## config.mk

```make
export PLATFORM = sky130hd
export DESIGN_NAME = button_conditioner
export DESIGN_NICKNAME = d
export VERILOG_FILES = /design/src/rtl/button_conditioner.sv
export SDC_FILE = /design/constraint.sdc
export NUM_CORES = 1
export LEC_CHECK = 0
export CAP_MARGIN = 20
export CORE_UTILIZATION = 55
export DETAILED_ROUTE_END_ITERATION = 10
export DONT_BUFFER_PORTS = 1
export PLACE_DENSITY_LB_ADDON = 0.08
export SYNTH_ARGS = -nofsm -noshare
export SYNTH_HDL_FRONTEND = slang
export SYNTH_SLANG_ARGS = --single-unit
```

## constraint.sdc

```tcl
create_clock -name clk -period 2.6 [get_ports clk]
set_clock_uncertainty 0.15 [all_clocks]
set_input_delay 0.78 -clock clk [delete_from_list [all_inputs] [get_ports clk]]
set_output_delay 0.78 -clock clk [all_outputs]
set_load 0.01 [all_outputs]
```

## src/rtl/button_conditioner.sv

```systemverilog
// Per-channel push-button conditioner: synchroniser, debouncer and press/release/hold strobes.
// Every channel is an independent copy of the same logic; all outputs are registered.
module button_conditioner #(
  parameter int unsigned NUM_BTN         = 2,
  parameter int unsigned SYNC_STAGES     = 2,
  parameter int unsigned DEBOUNCE_CYCLES = 20,
  parameter int unsigned HOLD_CYCLES     = 10000
) (
  input  logic               clk,
  input  logic               rst_n,
  input  logic [NUM_BTN-1:0] btn_raw,
  output logic [NUM_BTN-1:0] btn_level,
  output logic [NUM_BTN-1:0] press_pulse,
  output logic [NUM_BTN-1:0] release_pulse,
  output logic [NUM_BTN-1:0] hold_pulse
);

  localparam int unsigned CntMax = (DEBOUNCE_CYCLES > HOLD_CYCLES) ? DEBOUNCE_CYCLES
                                                                   : HOLD_CYCLES;
  localparam int unsigned CntW   = $clog2(CntMax + 1);
  localparam logic [CntW-1:0] DebMax  = CntW'(DEBOUNCE_CYCLES);
  localparam logic [CntW-1:0] HoldMax = CntW'(HOLD_CYCLES);

  typedef enum logic [1:0] {
    StIdle,
    StPressWait,
    StPressed,
    StReleaseWait
  } state_e;

  for (genvar g = 0; g < NUM_BTN; g++) begin : g_chan
    logic [SYNC_STAGES-1:0] sync_q;
    logic                   s_in;
    state_e                 state_q, state_d;
    logic [CntW-1:0]        dcnt_q, dcnt_d;
    logic [CntW-1:0]        hcnt_q, hcnt_d;
    logic                   level_q, level_d;
    logic                   press_q, press_d;
    logic                   rel_q, rel_d;
    logic                   hold_q, hold_d;

    always_ff @(posedge clk) begin
      if (!rst_n) begin
        sync_q <= '0;
      end else begin
        sync_q <= {sync_q[SYNC_STAGES-2:0], btn_raw[g]};
      end
    end

    assign s_in = sync_q[SYNC_STAGES-1];

    always_comb begin
      state_d = state_q;
      dcnt_d  = dcnt_q;
      hcnt_d  = hcnt_q;
      level_d = level_q;
      press_d = 1'b0;
      rel_d   = 1'b0;
      hold_d  = 1'b0;
      unique case (state_q)
        StIdle: begin
          if (s_in) begin
            state_d = StPressWait;
            dcnt_d  = CntW'(1);
          end
        end
        StPressWait: begin
          if (!s_in) begin
            state_d = StIdle;
            dcnt_d  = '0;
          end else if (dcnt_q == DebMax) begin
            state_d = StPressed;
            hcnt_d  = '0;
            level_d = 1'b1;
            press_d = 1'b1;
          end else begin
            dcnt_d = dcnt_q + 1'b1;
          end
        end
        StPressed: begin
          if (!s_in) begin
            state_d = StReleaseWait;
            dcnt_d  = CntW'(1);
          end else if (hcnt_q != HoldMax) begin
            // Saturation at HoldMax makes the strobe one-shot; HoldMax=0 never counts.
            hcnt_d = hcnt_q + 1'b1;
            hold_d = (hcnt_d == HoldMax);
          end
        end
        StReleaseWait: begin
          if (s_in) begin
            state_d = StPressed;
            dcnt_d  = '0;
          end else if (dcnt_q == DebMax) begin
            state_d = StIdle;
            hcnt_d  = '0;
            level_d = 1'b0;
            rel_d   = 1'b1;
          end else begin
            dcnt_d = dcnt_q + 1'b1;
          end
        end
        default: state_d = StIdle;
      endcase
    end

    always_ff @(posedge clk) begin
      if (!rst_n) begin
        state_q <= StIdle;
        dcnt_q  <= '0;
        hcnt_q  <= '0;
        level_q <= 1'b0;
        press_q <= 1'b0;
        rel_q   <= 1'b0;
        hold_q  <= 1'b0;
      end else begin
        state_q <= state_d;
        dcnt_q  <= dcnt_d;
        hcnt_q  <= hcnt_d;
        level_q <= level_d;
        press_q <= press_d;
        rel_q   <= rel_d;
        hold_q  <= hold_d;
      end
    end

    assign btn_level[g]     = level_q;
    assign press_pulse[g]   = press_q;
    assign release_pulse[g] = rel_q;
    assign hold_pulse[g]    = hold_q;
  end

endmodule

```

==> images/class_map.png <==
Scale bar: 20 um.
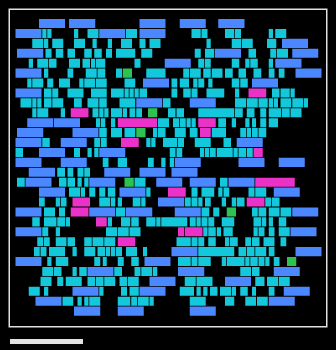
colour	class	cells	share of their area
magenta	clock drivers and dummy loads	16	5.6%
green	remaining buffers and delay cells	6	1.1%
blue	registers	72	35%
cyan	remaining logic cells	367	58%
Seq/total area: 34.4%
post-route cell area: 0.00419 sq mm

==> images/gates.png <==
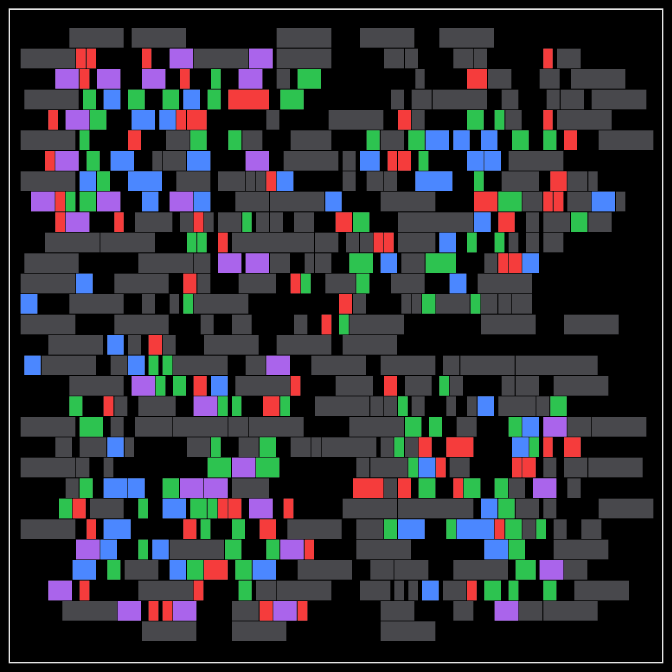
colour	family	cells	most used
blue	and/or cells	50	and3_1
purple	xor and xnor cells	32	xor2_1
green	nand cells	89	nand2_1
red	nor cells	71	nor2_1
logic share of the area: 54.5%
dominant logic cell type in the layout: dfxtp_1
Non-Filler Instances: 557

==> images/congestion_map.png <==
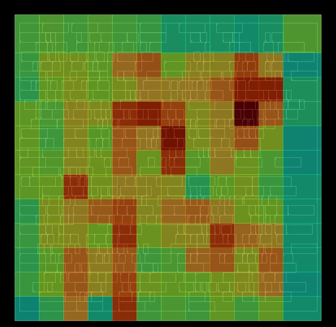
routing usage on met3: 7.05%
final core utilization: 60.9%
gr busiest metal: met2

==> metrics.cfg <==
[status]
status=finished, final reports clean

[placed_design]
io_buffers=0

[synthesis]
largest_area_cell=dfxtp_1
postSynthCellCount=467
yosys-stat-area_sq_mm=0.00394
synth_nets=479
edf_count=0
synth.top_cells.by_count=dfxtp_1 (72), nor2_1 (41), nand2_1 (34)

[die]
die_x_um=86.7
die_area_sq_mm=0.00751
die_y_um=86.7

[power_and_ir_drop]
ir_worst_vdd_mv=0.394
p_comb_share_pct=2.9
powerClk_mw=1.01
power_mw=2.19
power.density_mw_per_mm2=524

[worst_setup_path]
path_cells=inv_1 > ha_1 > or4b_4 > o41ai_4 > o221a_4 > a21oi_1 > a21oi_2
critPathCaptureType=flip-flop
startpoint=g_chan[1].hcnt_q[0]
slowest_delay_ns=0.55

[run]
warnings=30
cap_violations=0

[final_timing]
setup_tns_ns=0
slew_viol_final=0

[global_routing]
grt_pass1_wl_mm=13.5
grt_max_degree=24

[cells_and_area]
area_growth_pct=6.12

[clock_network]
numClockSinks=72

==> images/ff_map.png <==
Scale bar: 20 um.
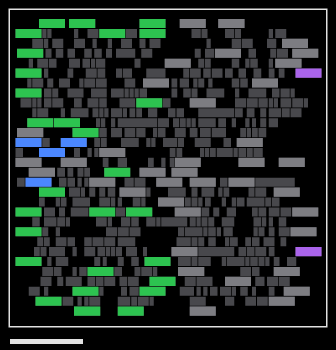
colour	name in the netlist	placed flops
blue	`g_chan.sync_q`	4
purple	`g_chan.hold_q`	2
green	`g_chan.dcnt_q`	28
not coloured	38
register area: 0.00144 sq mm
sequential power: 1.12 mW

==> images/clock_wires.png <==
Scale bar: 20 um.
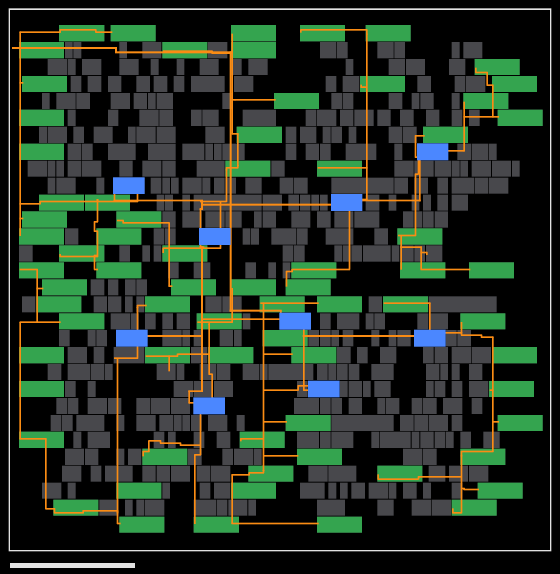
[blue] clock-net drivers | count: 9
[orange] clock wires | length: 925 um
[green] flip-flops | count: 72
routed clock nets	10
clock insertion delay at the later pin of the skew report: 0.35 ns
clock power share: 45.8%

==> cell families after synthesis <==
| logic type | Yosys count | share of synthesized area (%) |
|---|---|---|
| AND-OR/OR-AND | 92 | 16.6 |
| XOR/XNOR | 32 | 7.11 |
| adder cells (fa/ha/maj) | 8 | 2.54 |
| buffers and inverters | 47 | 5.77 |
| flip-flops | 72 | 36.5 |
| multiplexers | 6 | 1.59 |
| AND/OR/NAND/NOR | 210 | 29.8 |
==> cell type report <==
cell class | count | area, sq um
Clock buffer | 10 | 138
Tap cell | 96 | 120
Inverter | 19 | 71.3
Fill cell | 617 | 2680
Sequential cell | 72 | 1440
Timing Repair Buffer | 6 | 45.0
Clock inverter | 6 | 90.1
Multi-Input combinational cell | 348 | 2280
No activity file was given, so power comes from the tool's default toggle rates.
